--- src/rtl/rs_syndrome_pkg.sv ---
`default_nettype none
// ============================================================================
//  Module      : rs_syndrome_pkg
//  Description : GF(2^m) field constants, FSM encoding and constant-multiply
//                helpers shared by the syndrome and locator blocks.
//  Revision    : 1.0 - initial release
// ============================================================================
package rs_syndrome_pkg;

    localparam int          c_gf_m = 4;
    localparam int unsigned c_gf_f = 'b1001;
    localparam int          c_gf_n = (1 << c_gf_m) - 1;

    typedef enum logic [1:0] {
        ST_IDLE = 2'd0,
        ST_ACC  = 2'd1,
        ST_DONE = 2'd2
    } state_t;

    // f is the bit pattern of alpha^-1, so the field polynomial is x*f(x)+1;
    // this returns its low w coefficients (the reduction term for x^w).
    function automatic logic [15:0] gf_feedback(input int unsigned f, input int w);
        logic [31:0] t;
        t = (32'(f) << 1) | 32'd1;
        t = t & ((32'd1 << w) - 32'd1);
        return t[15:0];
    endfunction

    // a * alpha^pw; with constant pw this reduces to a fixed XOR network.
    function automatic logic [15:0] gf_mul_alpha_pow(input logic [15:0] a, input int pw,
                                                     input int w, input logic [15:0] fb);
        logic [15:0] v;
        logic [15:0] mask;
        logic        msb;
        mask = 16'((32'd1 << w) - 32'd1);
        v    = a & mask;
        for (int k = 0; k < pw; k++) begin
            msb = |(v & (16'd1 << (w - 1)));
            v   = ((v << 1) & mask) ^ (msb ? fb : 16'd0);
        end
        return v;
    endfunction

endpackage
`default_nettype wire

--- src/rtl/rs_syn_cell.sv ---
`default_nettype none
// ============================================================================
//  Module      : rs_syn_cell
//  Description : One Horner accumulator, acc = acc * alpha^POWER ^ sym.
//  Revision    : 1.0 - initial release
// ============================================================================
module rs_syn_cell
    import rs_syndrome_pkg::*;
#(
    parameter int          SYM_W    = c_gf_m,
    parameter int unsigned FEEDBACK = c_gf_f,
    parameter int          POWER    = 1
) (
    input  logic             clk,
    input  logic             rst_n,
    input  logic             i_load,
    input  logic             i_update,
    input  logic [SYM_W-1:0] i_sym,
    output logic [SYM_W-1:0] o_acc_nxt
);

    localparam logic [15:0] c_fb = gf_feedback(FEEDBACK, SYM_W);

    logic [SYM_W-1:0] r_acc;
    logic [SYM_W-1:0] w_prod;

    assign w_prod = SYM_W'(gf_mul_alpha_pow(16'(r_acc), POWER, SYM_W, c_fb));

    always_comb begin
        o_acc_nxt = r_acc;
        if (i_load)
            o_acc_nxt = i_sym;
        else if (i_update)
            o_acc_nxt = w_prod ^ i_sym;
    end

    always_ff @(posedge clk) begin
        if (!rst_n)
            r_acc <= '0;
        else
            r_acc <= o_acc_nxt;
    end

endmodule
`default_nettype wire

--- src/rtl/rs_syndrome.sv ---
`default_nettype none
// ============================================================================
//  Module      : rs_syndrome
//  Description : Streams one RS codeword and reports syndromes S1..S4.
//  Revision    : 1.0 - initial release
// ============================================================================
module rs_syndrome
    import rs_syndrome_pkg::*;
#(
    parameter int          m = c_gf_m,
    parameter int unsigned f = c_gf_f
) (
    input  logic         clk,
    input  logic         rst_n,
    input  logic         in_valid,
    input  logic [m-1:0] in_sym,
    input  logic         in_last,
    output logic         in_ready,
    output logic [m-1:0] S1,
    output logic [m-1:0] S2,
    output logic [m-1:0] S3,
    output logic [m-1:0] S4,
    output logic         syn_valid,
    output logic         no_error,
    output logic         len_err
);

    localparam int                 c_n       = (1 << m) - 1;
    localparam int                 c_cnt_w   = m + 1;
    localparam logic [c_cnt_w-1:0] c_cnt_n   = c_cnt_w'(c_n);
    localparam logic [c_cnt_w-1:0] c_cnt_sat = c_cnt_w'(c_n + 1);

    state_t             r_state;
    state_t             w_state_nxt;
    logic               r_in_ready;
    logic               w_accept;
    logic               w_load;
    logic               w_update;
    logic [c_cnt_w-1:0] r_cnt;
    logic [c_cnt_w-1:0] w_cnt_nxt;
    logic [m-1:0]       w_acc_nxt [4];
    logic [m-1:0]       r_syn     [4];
    logic               r_syn_valid;
    logic               r_no_error;
    logic               r_len_err;

    assign w_accept = in_valid && r_in_ready;

    always_comb begin
        w_state_nxt = r_state;
        w_load      = 1'b0;
        w_update    = 1'b0;
        case (r_state)
            ST_IDLE: begin
                if (w_accept) begin
                    w_load      = 1'b1;
                    w_state_nxt = in_last ? ST_DONE : ST_ACC;
                end
            end
            ST_ACC: begin
                if (w_accept) begin
                    w_update = 1'b1;
                    if (in_last)
                        w_state_nxt = ST_DONE;
                end
            end
            ST_DONE: w_state_nxt = ST_IDLE;
            default: w_state_nxt = ST_IDLE;
        endcase
    end

    always_comb begin
        w_cnt_nxt = r_cnt;
        if (w_load)
            w_cnt_nxt = c_cnt_w'(1);
        else if (w_update && (r_cnt != c_cnt_sat))
            w_cnt_nxt = r_cnt + c_cnt_w'(1);
    end

    for (genvar j = 0; j < 4; j++) begin : g_cell
        rs_syn_cell #(
            .SYM_W    (m),
            .FEEDBACK (f),
            .POWER    (j + 1)
        ) u_cell (
            .clk       (clk),
            .rst_n     (rst_n),
            .i_load    (w_load),
            .i_update  (w_update),
            .i_sym     (in_sym),
            .o_acc_nxt (w_acc_nxt[j])
        );
    end

    always_ff @(posedge clk) begin
        if (!rst_n) begin
            r_state    <= ST_IDLE;
            r_cnt      <= '0;
            r_in_ready <= 1'b0;
        end else begin
            r_state    <= w_state_nxt;
            r_cnt      <= w_cnt_nxt;
            r_in_ready <= (w_state_nxt != ST_DONE);
        end
    end

    // Results are captured on the edge that enters DONE so they are already
    // visible during the DONE cycle, alongside the syn_valid pulse.
    always_ff @(posedge clk) begin
        if (!rst_n) begin
            for (int j = 0; j < 4; j++)
                r_syn[j] <= '0;
            r_syn_valid <= 1'b0;
            r_no_error  <= 1'b0;
            r_len_err   <= 1'b0;
        end else begin
            r_syn_valid <= (w_state_nxt == ST_DONE);
            if (w_state_nxt == ST_DONE) begin
                for (int j = 0; j < 4; j++)
                    r_syn[j] <= w_acc_nxt[j];
                r_no_error <= (w_acc_nxt[0] == '0) && (w_acc_nxt[1] == '0) &&
                              (w_acc_nxt[2] == '0) && (w_acc_nxt[3] == '0);
                r_len_err  <= (w_cnt_nxt != c_cnt_n);
            end
        end
    end

    assign in_ready  = r_in_ready;
    assign S1        = r_syn[0];
    assign S2        = r_syn[1];
    assign S3        = r_syn[2];
    assign S4        = r_syn[3];
    assign syn_valid = r_syn_valid;
    assign no_error  = r_no_error;
    assign len_err   = r_len_err;

endmodule
`default_nettype wire

--- config.mk ---
export PLATFORM = sky130hd
export DESIGN_NAME = rs_syndrome
export DESIGN_NICKNAME = d
export VERILOG_FILES = /design/src/rtl/rs_syndrome_pkg.sv /design/src/rtl/rs_syn_cell.sv /design/src/rtl/rs_syndrome.sv
export SDC_FILE = /design/constraint.sdc
export NUM_CORES = 1
export LEC_CHECK = 0
export ABC_CLOCK_PERIOD_IN_PS = 7250
export CORE_ASPECT_RATIO = 0.75
export CORE_MARGIN = 4
export CORE_UTILIZATION = 45
export DETAILED_ROUTE_END_ITERATION = 8
export DONT_BUFFER_PORTS = 1
export SLEW_MARGIN = 10
export SYNTH_ARGS = -nofsm -noshare
export SYNTH_HDL_FRONTEND = slang
export SYNTH_HIERARCHICAL = 1
export SYNTH_SLANG_ARGS = --single-unit
--- constraint.sdc ---
create_clock -name clk -period 7.25 [get_ports clk]
set_clock_uncertainty 0.05 [all_clocks]
set_input_delay 0.725 -clock clk [delete_from_list [all_inputs] [get_ports clk]]
set_output_delay 0.725 -clock clk [all_outputs]
set_load 0.005 [all_outputs]
Run 1, routed clock nets over the placement:
Scale bar: 20 µm.
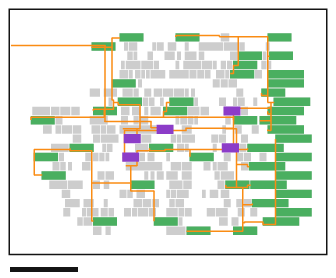
Key: clock-net drivers = purple [count 5]; clock wires = orange [length 563 µm]; flip-flops = green [count 43]
There are 6 routed clock nets.
clock network power share: 0.391
later-pin clock latency in the skew report: 0.29 ns

Run 1, gate families picked out:
Scale bar: 20 µm.
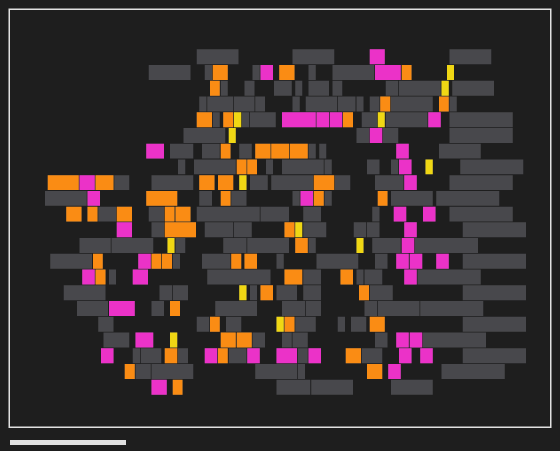
Key: aoi and oai cells = orange [cells 54]; and/or cells = magenta [cells 40]; inv cells = yellow [cells 13]
Commonest Layout Cell: dfxtp_1
final std cells w/o fill: 324
logic share of the area: 0.499

Run 1, cell classes on the final placement:
Scale bar: 20 µm.
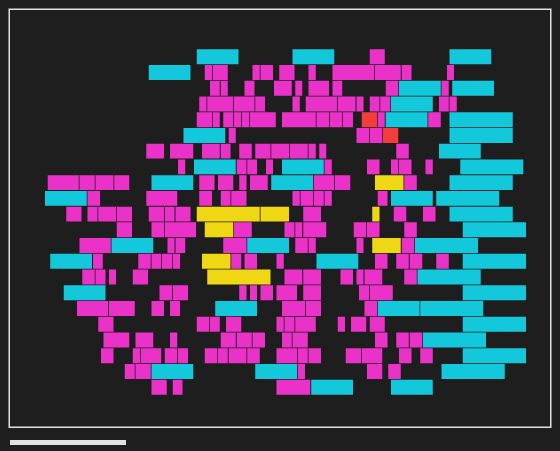
Key: remaining buffers and delay cells = red [cells 2]; registers = cyan [cells 43]; remaining logic cells = magenta [cells 199]; clock drivers and dummy loads = yellow [cells 8]
sequential portion of the cell area: 0.391
design area: 2610 µm²
# rows: 22

==> run summary, run 1 <==
fresh numbers from the pnr run: yosys stat area=2460 µm², number of global-route vias before repair=about 1600, maximum clock path buffer count=2, DP Cell Count=316, Placer Congestion=0.789, commonest cells in the netlist=dfxtp_1, and2_1, nor2_1, synth-to-layout area growth=6.21%, H-tree levels=2, filler instances=465, Simple-Gate Area Share=0.286, MUX share of area=0.0127, status=finished, final reports clean, Avg WL per Cell=15.6 µm, clock sink total=43, Slew Limit Fails=0, fraction of registers with async set/reset=0, Nets=~260, max incr delay on CP=between 0.4 and 0.5 ns, Placement Cell Area=2480 µm², r2r setup slk=4.67 ns, adder share=0.0102, most numerous logic cells after layout=dfxtp_1, and2_1, nor2_1, edfxtp_1, a21oi_1, post-CTS sizing=0, Net Sw Power=about 140 µW, tool warnings=27, drt via density=5.56, DRT met1 WL=2.87 mm, critical path type=register to register, yosys warns=6, antenna-violating nets left=0, first-pass GRT wire length=8.54 mm, worst-path fanout max=~44, busiest grt layer=met1, WP data arrival=2.76 ns, Max VDD drop=0.000116 V, cell type with the largest total area=dfxtp_1, Storage cell area=1020 µm², Die W=93.3 µm, Yosys top cell by instances=dfxtp_1, syn avg cell area=9.71 µm², register share after synthesis=0.415, EDFF count, synth=16, I/O Pins=28, Initial Utilization=0.483, met3 wire length=about 250 µm, Leakage Power=0.980 nW, Critical Path Slowest Stage Cell=dfxtp_1, worst hold path class=register to register, Post-CTS Setup Bufs=0, Top cell area share=0.220, total core area=between 5000 and 6000 µm², crit path cell chain=and3b_4 -> and2_1 -> buf_4 -> nor2_1 -> a222oi_1 -> nand2_1 -> nor4_1 -> nand4_1 -> o21ai_0, DR pass1 iterations=4, Synth Net Count=about 260, FMAX=between 300 and 400 MHz, grt met2 use=0.205, WL final=between 5 and 6 mm, total power=567 µW, Tcrit/Tclk final=0.356, Top Metal Used=met4, initial antenna violation count=0, Pwr Density=between 200 and 250 nW/µm², Critical Path End Type=register, I/O Buffers=0, XORs/XNORs by Area=0.0244
[run 1: power groups by stage]
| stage | Sequential [mW] | Combinational (mW) | Clock, mW |
|---|---|---|---|
| floorplan | 0.277 | 0.0603 | 0 |
| global placement | 0.282 | 0.0689 | 0 |
| detailed placement | 0.282 | 0.0689 | 0 |
| CTS | 0.276 | 0.0693 | 0.225 |
| global route | 0.279 | 0.0783 | 0.238 |
| finish | 0.276 | 0.0695 | 0.222 |
[run 1: registers in the layout, indices dropped and copies added, names as in the netlist]
register	flops
r_cnt	5
r_state	2
r_syn	16
syn_valid	1
len_err	1
no_error	1
g_cell.u_cell/r_acc	16
in_ready	1
[run 1: through the flow]
stage,worst slack [ns],hold WS [ns],util
6_report,4.67,0.416,0.513
3_5_place_dp,4.45,0.383,0.486
4_1_cts,4.64,0.411,0.513
5_1_grt,4.30,0.423,0.513
2_1_floorplan,4.64,0.362,-
3_3_place_gp,4.53,0.408,0.486
[run 1: critical path: cells and delay by family (launching register included)]
family | cells | cell delay (ns)
and+or+nand+nor | 6 | 1.12
AOI/OAI and AO/OA | 2 | 0.53
DFF | 1 | 0.46
buffers and inverters | 1 | 0.36
[run 1: cell type report]
type	instances	share of cell area
multi-input cells	186	0.499
flip-flops and latches	43	0.391
well taps	72	0.0345
clock buffers	6	0.0278
clock inverters	2	0.0230
inverters	13	0.0187
repair buffers	2	0.00575
[run 1: path summary, 6_finish.rpt]
kind / from / cells after the start / endpoint
setup / recovery: in_ready / 9 / no_error
hold / removal: r_state[1] / 1 / r_state[0]
setup reg to reg: in_ready / 9 / no_error
hold reg to reg: r_state[1] / 1 / r_state[0]
[run 1: cells by family after synthesis]
group	Yosys count
flops	43
simple gates	109
fa+ha+maj	2
compound gates	66
mux	3
xor+xnor	6
buf+inv	24
Run 1, clock wiring as the flow saved it:
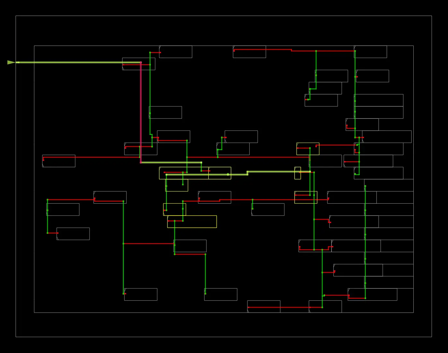

==> run 2: changes to the inputs <==
--- a/config.mk
+++ b/config.mk
@@ -5,7 +5,7 @@
 export SDC_FILE = /design/constraint.sdc
 export NUM_CORES = 1
 export LEC_CHECK = 0
-export ABC_CLOCK_PERIOD_IN_PS = 7250
+export ABC_CLOCK_PERIOD_IN_PS = 2300
 export CORE_ASPECT_RATIO = 0.75
 export CORE_MARGIN = 4
 export CORE_UTILIZATION = 45
==> constraint.sdc (replaced) <==
create_clock -name clk -period 2.3 [get_ports clk]
set_clock_uncertainty 0.05 [all_clocks]
set_input_delay 0.23 -clock clk [delete_from_list [all_inputs] [get_ports clk]]
set_output_delay 0.23 -clock clk [all_outputs]
set_load 0.005 [all_outputs]
Run 2, clock wiring as the flow saved it:
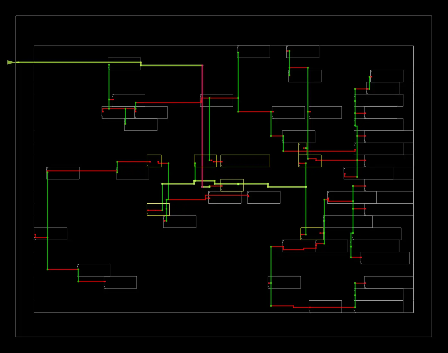
seq_cells: 43
total CTS buffers: 5
clock buf count: 5

Run 2, power grid:
Pins as bars on the die edge. Tap cells in grey.
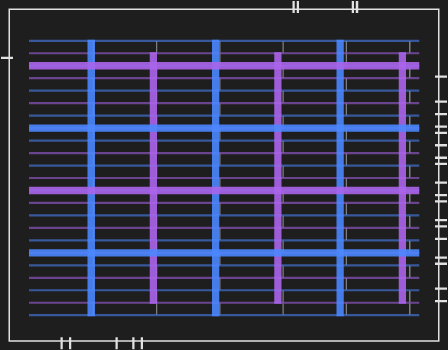
Key: VSS = blue; VDD = purple
The core has 22 rows. 28 signal pins sit on the boundary. 23 met1 rails follow the rows. 72 tap cells. 6 straps on met4.
total core area: 5090 µm²
Die W: 93.3 µm

==> run summary, run 2 <==
fresh numbers from the pnr run: total power=1.72 mW (+200%), Top cell area share=0.220 (unchanged), post-CTS sizing=1 (+1), clock sink total=43 (unchanged), yosys stat area=2460 µm² (unchanged), Critical Path Slowest Stage Cell=a211oi_1, register share after synthesis=0.415 (unchanged), I/O Pins=28 (unchanged), worst-path fanout max=16 (-64%), capturing point of the worst reg2reg path=r_syn[3][2], maximum clock path buffer count=2 (unchanged), worst hold path class=input port to register, yosys warns=6 (unchanged), I/O Buffers=0 (unchanged), cell type with the largest total area=dfxtp_1, status=finished, final reports clean, FMAX=451 MHz (+16%), final std cells w/o fill=339 (+4.6%), fraction of registers with async set/reset=0 (unchanged), CP Buf/Inv Count=4 (+3), met3 wire length=239 µm (-3.6%), Setup WS pre-CTS=0.000732 ns (-4.45 ns), later-pin clock latency in the skew report=0.29 ns (about the same), worst hold slack=0.0117 ns (-0.405 ns), Largest regs=g_cell.u_cell/r_acc: 16 flops, r_syn: 16 flops, r_cnt: 5 flops, Max VDD drop=0.000314 V (+170%), syn avg cell area=9.71 µm² (unchanged), WL final=5.22 mm (+3.4%), Initial Utilization=0.483 (unchanged), design area=2790 µm² (+7.0%), Critical Path End Type=register, commonest cells in the netlist=dfxtp_1, and2_1, nor2_1, busiest grt layer=met1, Synth Net Count=263 (unchanged), first-pass GRT wire length=8.40 mm (-1.5%), hold path start=rst_n, DRT met1 WL=2.99 mm (+4.1%), Post-CTS Setup Bufs=0 (unchanged), crit path cell chain=buf_4 -> nand3b_4 -> nor2_4 -> buf_12 -> buf_4 -> nand2b_1 -> o21ai_0 -> a211oi_1 -> buf_4 -> and2_1, r2r setup slk=0.08 ns (-4.59 ns), clock network power share=0.340 (-0.051), Placement Cell Area=2610 µm² (+5.2%)
run 2: cell types whose count changed in the layout (fill, tap and decap cells not counted), sizes merged:
| cell | change |
|---|---|
| buf | +13 |
| dlygate4sd3 | +1 |
| clkinv | +2 |
| bufinv | -1 |
run 2: logic make-up (layout without fill, tap and decap cells):
group           Yosys count  after routing  synth area share
simple gates            109            109             0.286
compound gates           66             66             0.196
flops                    43             43             0.415
buf+inv                  24             38            0.0555
xor+xnor                  6              6            0.0244
mux                       3              3            0.0127
fa+ha+maj                 2              2            0.0102
run 2: worst register-to-register path: stages, from the launching register on:
cell,delay (ns)
dfxtp_1,0.31
buf_4,0.13
nand3b_4,0.16
nor2_4,0.17
buf_12,0.17
buf_4,0.15
nand2b_1,0.09
o21ai_0,0.06
a211oi_1,0.48
buf_4,0.20
and2_1,0.12
run 2: area by class of cell:
class,count,area [µm²]
multi-input cells,186,1340
flip-flops and latches,43,1020
well taps,72,90.1
fillers,432,2300
repair buffers,17,185
clock buffers,5,68.8
clock inverters,3,43.8
inverters,13,48.8
run 2: power groups by stage:
stage          clock [mW]  sequential [mW]  combinational, mW
2_1_floorplan           0            0.874              0.190
3_3_place_gp            0            0.885              0.245
3_5_place_dp            0            0.885              0.244
4_1_cts             0.606            0.867              0.247
5_1_grt             0.635            0.875              0.297
6_report            0.587            0.868              0.269
run 2: worst max path at each step:
stage / depth (start not counted) / slack, ns / to / start
after floorplan: 9 / 0.12 / no_error / in_ready
after global placement: 9 / 0.08 / no_error / r_state[1]
after detailed placement: 9 / 0.0007 / no_error / r_state[1]
after CTS: 9 / 0.02 / no_error / r_state[1]
after global routing: 10 / -0.02 / r_syn[3][2] / r_state[1]
final: 10 / 0.08 / r_syn[3][2] / r_state[1]
==> run 3: changes to the inputs <==
--- a/config.mk
+++ b/config.mk
@@ -11,7 +11,7 @@
 export CORE_UTILIZATION = 45
 export DETAILED_ROUTE_END_ITERATION = 8
 export DONT_BUFFER_PORTS = 1
-export SLEW_MARGIN = 10
+export SLEW_MARGIN = 20
 export SYNTH_ARGS = -nofsm -noshare
 export SYNTH_HDL_FRONTEND = slang
 export SYNTH_HIERARCHICAL = 1
Run 3, gate families picked out:
Scale bar: 20 µm.
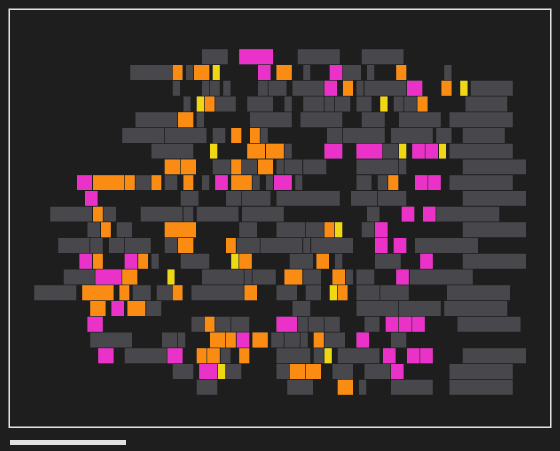
final std cells w/o fill: 339
logic share of the area: 0.478

Run 3, clock wiring as the flow saved it:
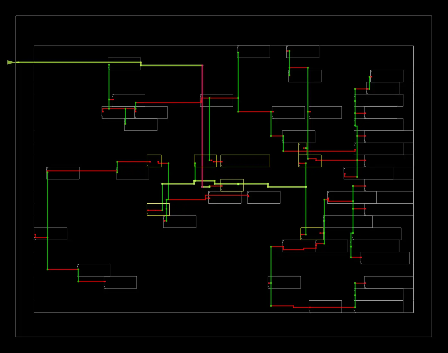
clock sink total: 43
clock group power: 587 µW

==> run summary, run 3 <==
fresh numbers from the pnr run: design area=2790 µm² (unchanged), die y size=between 70 and 80 µm, Leakage Power=around 1.1 nW, status=finished, final reports clean, worst hold slack=0.0117 ns (unchanged), total power=1.72 mW (unchanged), WL final=5.22 mm (unchanged), grt ovf=0, EDFF count, synth=16, number of global-route vias before repair=1591, largest net degree at the start of global routing=33, Avg WL per Cell=15.4 µm, # rows=22, Die W=93.3 µm (unchanged), yosys warns=6 (unchanged), vias=between 1500 and 2000, synth-to-layout area growth=13.7%, Worst Max-Slew Pin Slew=roughly 0.54 ns, Pwr Density=617 nW/µm², register share after synthesis=0.415 (unchanged), Setup WS post-layout=0.0827 ns, Yosys Instances=253, Yosys top cell by instances=dfxtp_1, final-report setup violation count=0, Dominant flop cell=dfxtp_1, later-pin clock latency in the skew report=0.29 ns (about the same), Synth Instances=253, FMAX=451 MHz (unchanged), total CTS buffers=5 (unchanged), commonest cells in the netlist=dfxtp_1, and2_1, nor2_1, H-tree levels=2, Critical Path End Type=register, worst-path fanout max=16 (unchanged), Setup WS pre-CTS=0.000732 ns (unchanged), yosys stat area=2460 µm² (unchanged), DR pass1 iterations=5, drt via density=5.54, Max VDD drop=0.000314 V (unchanged), most numerous logic cells after layout=dfxtp_1, and2_1, nor2_1, edfxtp_1, a21oi_1, Critical Path Slowest Stage Cell=a211oi_1, first-pass GRT wire length=8.40 mm (unchanged), antenna-violating nets left=0, final hold vios=0, tool warnings=27, Fin Setup TNS=0 ns, maximum clock path buffer count=2 (unchanged), Largest regs=g_cell.u_cell/r_acc: 16 flops, r_syn: 16 flops, r_cnt: 5 flops, total core area=5090 µm² (unchanged), fraction of registers with async set/reset=0 (unchanged), CP Buf/Inv Count=4 (unchanged), I/O Pins=28 (unchanged), DR iter-0 viols=111, Post-synth regs=43, I/O Buffers=0 (unchanged), Nets=276, CTS tree=built, total die size=between 6000 and 7000 µm², Top cell area share=0.220 (unchanged), ratio of cells with drive above 1 in the final layout=0.206, Synth Net Count=263 (unchanged), Yosys cell types=64, Commonest Layout Cell=dfxtp_1, cell type with the largest total area=dfxtp_1, critical path type=register to register, worst hold path class=input port to register, Initial Utilization=0.483 (unchanged), Placement Cell Area=2610 µm² (unchanged), Ant. Diodes=0, syn avg cell area=9.71 µm² (unchanged), crit path cell chain=buf_4 -> nand3b_4 -> nor2_4 -> buf_12 -> buf_4 -> nand2b_1 -> o21ai_0 -> a211oi_1 -> buf_4 -> and2_1, max incr delay on CP=0.48 ns, Tcrit/Tclk final=0.964, Core Util, Final=0.549, Max Cap Viol=0
==> run 3: logic make-up (layout without fill, tap and decap cells) <==
| group | Yosys count | in the layout | synth area share |
|---|---|---|---|
| simple gates | 109 | 109 | 0.286 |
| compound gates | 66 | 66 | 0.196 |
| flops | 43 | 43 | 0.415 |
| buf+inv | 24 | 38 | 0.0555 |
| xor+xnor | 6 | 6 | 0.0244 |
| mux | 3 | 3 | 0.0127 |
| fa+ha+maj | 2 | 2 | 0.0102 |
==> run 3: what timing repair did <==
item / CTS / global route
gates cloned: 0 / 1
hold endpoints to repair: 1 / 0
pin swaps: 0 / 3
resized: 1 / 8
endpoints found under the setup margin: 1 / 1
hold buffers: 1 / 0
buffers inserted: 0 / 1
==> run 3: power by group <==
group | leakage, nW | total [mW] | internal [mW] | switching [mW]
logic | 0.626 | 0.269 | 0.130 | 0.139
registers | 0.388 | 0.868 | 0.829 | 0.0385
clock network | 0.0581 | 0.587 | 0.323 | 0.263
total | 1.07 | 1.72 | 1.28 | 0.441
==> run 3: final timing paths <==
check / from / depth (start not counted) / to / slack (ns)
max: r_state[1] / 10 / r_syn[3][2] / 0.08
min: rst_n / 1 / g_cell[3].u_cell/r_acc[0] / 0.01
max reg2reg: r_state[1] / 10 / r_syn[3][2] / 0.08
min reg2reg: no_error / 2 / no_error / 0.44
==> run 3: cell type report <==
class                   count  area [µm²]
fillers                   432        2300
multi-input cells         186        1340
flip-flops and latches     43        1020
repair buffers             17         185
well taps                  72        90.1
clock buffers               5        68.8
inverters                  13        48.8
clock inverters             3        43.8
==> run 3: routing by layer <==
layer,up-vias,GRT usage,share of wire
li1,967,-,-
met1,858,0.259,0.57
met2,51,0.197,0.38
met3,2,0.0363,0.046
met4,0,0.0341,0.0052
met5,-,0,0
No activity file was given, so power comes from the tool's default toggle rates.
